Figure 1. Cell classes on the final placement.
Bar = 100 um. Fill, decap, tap and diode cells in grey.
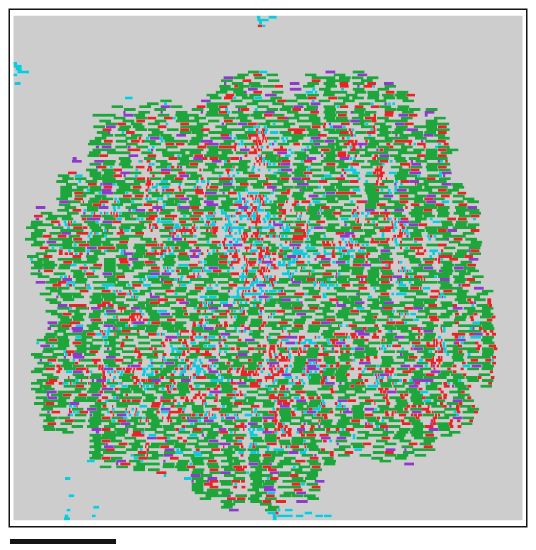
Figure 2. Placed standard cells.
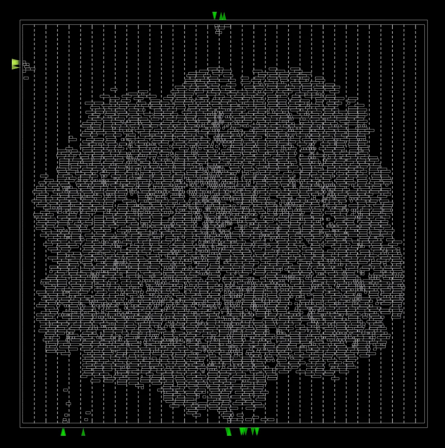
Figure 3. M1 wires.
Supply wires on this layer in grey.
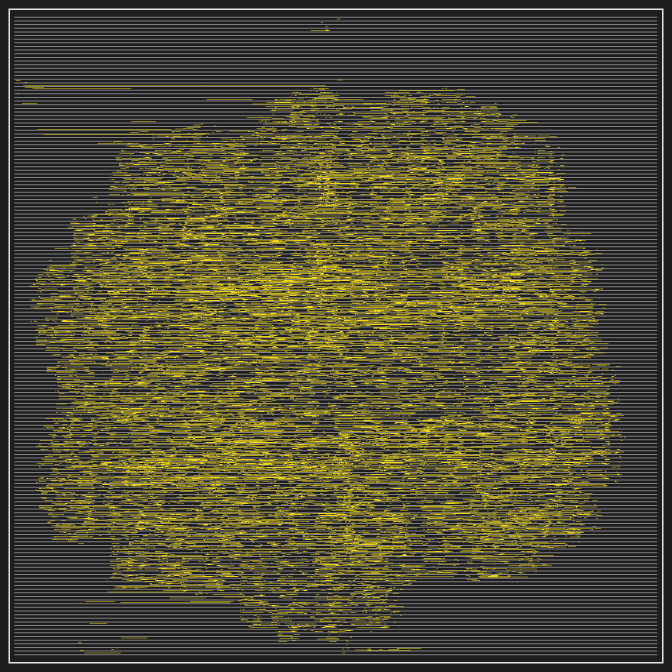
==> config.mk <==
export PLATFORM = sky130hd
export DESIGN_NAME = spi_ram
export DESIGN_NICKNAME = d
export VERILOG_FILES = /design/src/rtl/spi_ram.sv
export SDC_FILE = /design/constraint.sdc
export NUM_CORES = 2
export LEC_CHECK = 0
export CORE_MARGIN = 3
export CORE_UTILIZATION = 35
export CTS_BUF_LIST = sky130_fd_sc_hd__clkbuf_16
export CTS_CLUSTER_DIAMETER = 200
export DETAILED_ROUTE_END_ITERATION = 12
export HOLD_SLACK_MARGIN = 0.15
export SLEW_MARGIN = 15
export SYNTH_ARGS = -nofsm -noshare
export SYNTH_HDL_FRONTEND = slang
export SYNTH_SLANG_ARGS = --single-unit
export TNS_END_PERCENT = 5
==> constraint.sdc <==
create_clock -name clk -period 2.42 [get_ports clk]
set_input_delay 0.363 -clock clk [delete_from_list [all_inputs] [get_ports clk]]
set_output_delay 0.363 -clock clk [all_outputs]
set_load 0.03 [all_outputs]
==> flow_summary.yaml <==
# physical design summary
clocking:
  clock-sinks: 2076
  clkSlewWorstSetupHoldPaths_ps: 60
  cts_tree: "yes"
  numCtsBuffers: 209
  ctsHtreeMaxLevel: 4
  clockRootBuffer: "clkbuf_16"
  insertion_delay_ps: 850
  clk_path_buf_depth: 3
layout:
  drive_gt1_frac: 0.3410
  largest_reg_flops: 2048
  syn_to_final_growth_pct: 22.69
  final_common_cell: "edfxtp_1"
  nets: 4946
  lay_top_cells: "edfxtp_1, buf_4, mux4_2, nor2_1, mux2i_1"
critical_path:
  crit_required_ps: 3140
  critical_path.max_stage_delay_ps: 540
  crit_cells: 12
  worstSetupPathType: "reg -> reg"
  crit_chain: "buf_12 -> buf_8 -> buf_12 -> buf_6 -> mux4_2 -> a2111oi_4 -> buf_4 -> a311o_1 -> a31oi_1 -> nand4_1 -> buf_6 -> nand3_2"
  startpoint_type: "flop"
  cp-end-kind: "flop"
  worstRegToRegCells: 12
  worst-path-max-fanout: 7
  arrival_ps: 3490
  crit_family: "buffers and inverters"
  r2r_slack_ps: -350
  slowest_stage: "mux4_2"
  cp.buffers_inverters: 6
final_timing:
  max-slew-margin-rel: 0.4739
  final-hold-violation-count: 0
  setup_slack_ps: -352.0
  rsz0062_at_grt: "true"
  finClkSkew_ps: 47.63
  fmaxAchievable_ghz: 0.3607
  finalMaxSlewViolations: 0
  setup_viol: 9
  finalClockPeriodUsage: 1.145
  tightest_slew_ps: 789.2
  period_needed_ps: 2772
floorplan:
  die-area_sq_mm: 0.2371
  fp.dieH_um: 486.9
  io_pins: 23
  initial_core_util: 0.3541
  row_count: 175
  die_w_um: 486.9
grt:
  antenna_found_initial: 4
  grt_pass1_wl_um: 310800
  grt_max_degree: 93
  grt-ovfl-total: 0
  grt_pass1_vias: 43597
  track_usage: 0.1787
synthesis:
  ys_cells: 4014
  yosysWarningCount: 0
  synthArstFlopShare: 0
  synth-edff-count: 2048
  synth_chip_area_sq_mm: 0.08095
  postSynthSeqShare: 0.7667
  yosysUniqueCellTypes: 64
  syn-mean-instance-area_sq_um: 20.17
  flop_cell: "edfxtp_1"
  syn_inst: 4014
  fp_nets: 4032
  ys_seq_elements: 2076
  synth_area_sq_mm: 0.08095
power:
  power_density_mw_per_mm2: 747.3
  power.total_mw: 74.22
  peakVddDrop_mv: 0.7087
  leakage_nw: 31.75
place:
  place_area_sq_mm: 0.09131
  hpwl_um: 141600
  port_buffers: 22
  gp_congestion: 0.9181
  preCtsSetupSlack_ps: -1331
flow_run:
  warnings: 34
  drv_cap: 0
routing:
  wire_per_inst_um: 26.34
  drc_errors: 0
  vias_per_cell: 5.312
  detail-route-antenna-nets: 0
  dr.pass1.iters: 6
  drt-initial-drc-count: 4498
worst_hold_path:
  hold_depth: 1
  hold_class: "in -> reg"
status:
  status: "finished with violations"
  violations: "setup timing"
-- Figure 1 (at the start) --
- clock drivers and dummy loads: purple (cells 388)
- registers: green (cells 2,076)
- remaining logic cells: red (cells 1,689)
- remaining buffers and delay cells: cyan (cells 952)
final instance area: 0.09932 sq mm
core area: 0.2286 sq mm

-- Figure 2 (at the start) --
flop count: 2,076
fraction of area in registers: 0.6250
fin util: 0.4345
number of cells in the finished layout apart from fillers: 8,115
Filler cells: 19,660

-- Figure 3 (at the start) --
- longest straight run: 133 um
- main direction: horizontal
- nets with wire on the layer: 4,829
routing usage on met1: 0.2497
Vias: 43,108
Final Routed Wirelength: 213,800 um

[cell usage after synthesis (all sizes together), types with 3 or more instances]
master	number	share of area
ha	5	0.00077
a311oi	3	0.00032
or4	7	0.00065
a221o	4	0.00049
nor3b	6	0.00056
nor3	25	0.0015
a22oi	24	0.0022
nand2	135	0.0063
clkbuf	100	0.0047
o41ai	8	0.00087
nand4	22	0.0017
nand3	51	0.0033
a211oi	14	0.0013
a221oi	6	0.00065
or3b	3	0.00032
nor2	280	0.013
buf	149	0.016
o22ai	138	0.011
inv	7	0.00032
nand3b	6	0.00056
dfxtp	28	0.0069
edfxtp	2048	0.76
a21oi	55	0.0034
and3	8	0.00062
nor2b	26	0.0020
mux2i	251	0.031
o21ai	38	0.0023
a2111oi	26	0.0029
and2	15	0.0012
nor4	16	0.0012
o221ai	68	0.0078
or3	12	0.00093
mux4	395	0.11
a31oi	3	0.00023
nand2b	8	0.00062
[area by class of cell]
class,count,area [sq um]
Antenna cell,1,2.502
Timing Repair Buffer,952,8787
Inverter,7,28.78
Clock buffer,211,5280
Multi-Input combinational cell,1682,17850
Clock inverter,177,1528
Sequential cell,2076,62070
Fill cell,19660,129300
Tap cell,3009,3765
[report_power, final]
group          switching, mW  internal, mW
combinational           1.85          1.21
clock                   13.9          17.8
sequential            0.0237          39.5
total                   15.8          58.5
[what timing repair did]
item | CTS | global route
endpoints found under the hold margin | 398 | 0
setup buffers | 20 | 3
setup endpoints to repair | 64 | 8
pin swaps | 19 | 15
hold buffers | 7 | 0
resized | 121 | 46
gates cloned | 3 | 2
[per-layer routing]
metal	vias to the layer above	part of all wire	global-route usage
li1	18504	-	-
met1	22672	0.42	0.2497
met2	1653	0.48	0.2865
met3	279	0.076	0.03298
met4	0	0.027	0.05137
met5	-	0	0
[stage by stage]
stage,hold WS [ps],TNS (ps),instances,utilization
2_1_floorplan,441.4,-54380,4014,-
5_1_grt,229.9,-3185,8115,0.4345
4_1_cts,160.8,-2642,8109,0.4331
3_3_place_gp,453.1,-1609060,7690,0.3994
3_5_place_dp,461.1,-1579660,7691,0.3994
6_report,217.1,-2565,8115,0.4345
[kinds of logic after synthesis]
| logic type | synth area share |
|---|---|
| multiplexers | 0.1416 |
| adder cells (fa/ha/maj) | 0.0007728 |
| buffers and inverters | 0.02091 |
| flip-flops | 0.7667 |
| AND-OR/OR-AND | 0.03516 |
| AND/OR/NAND/NOR | 0.03486 |
No activity file was given, so power comes from the tool's default toggle rates.
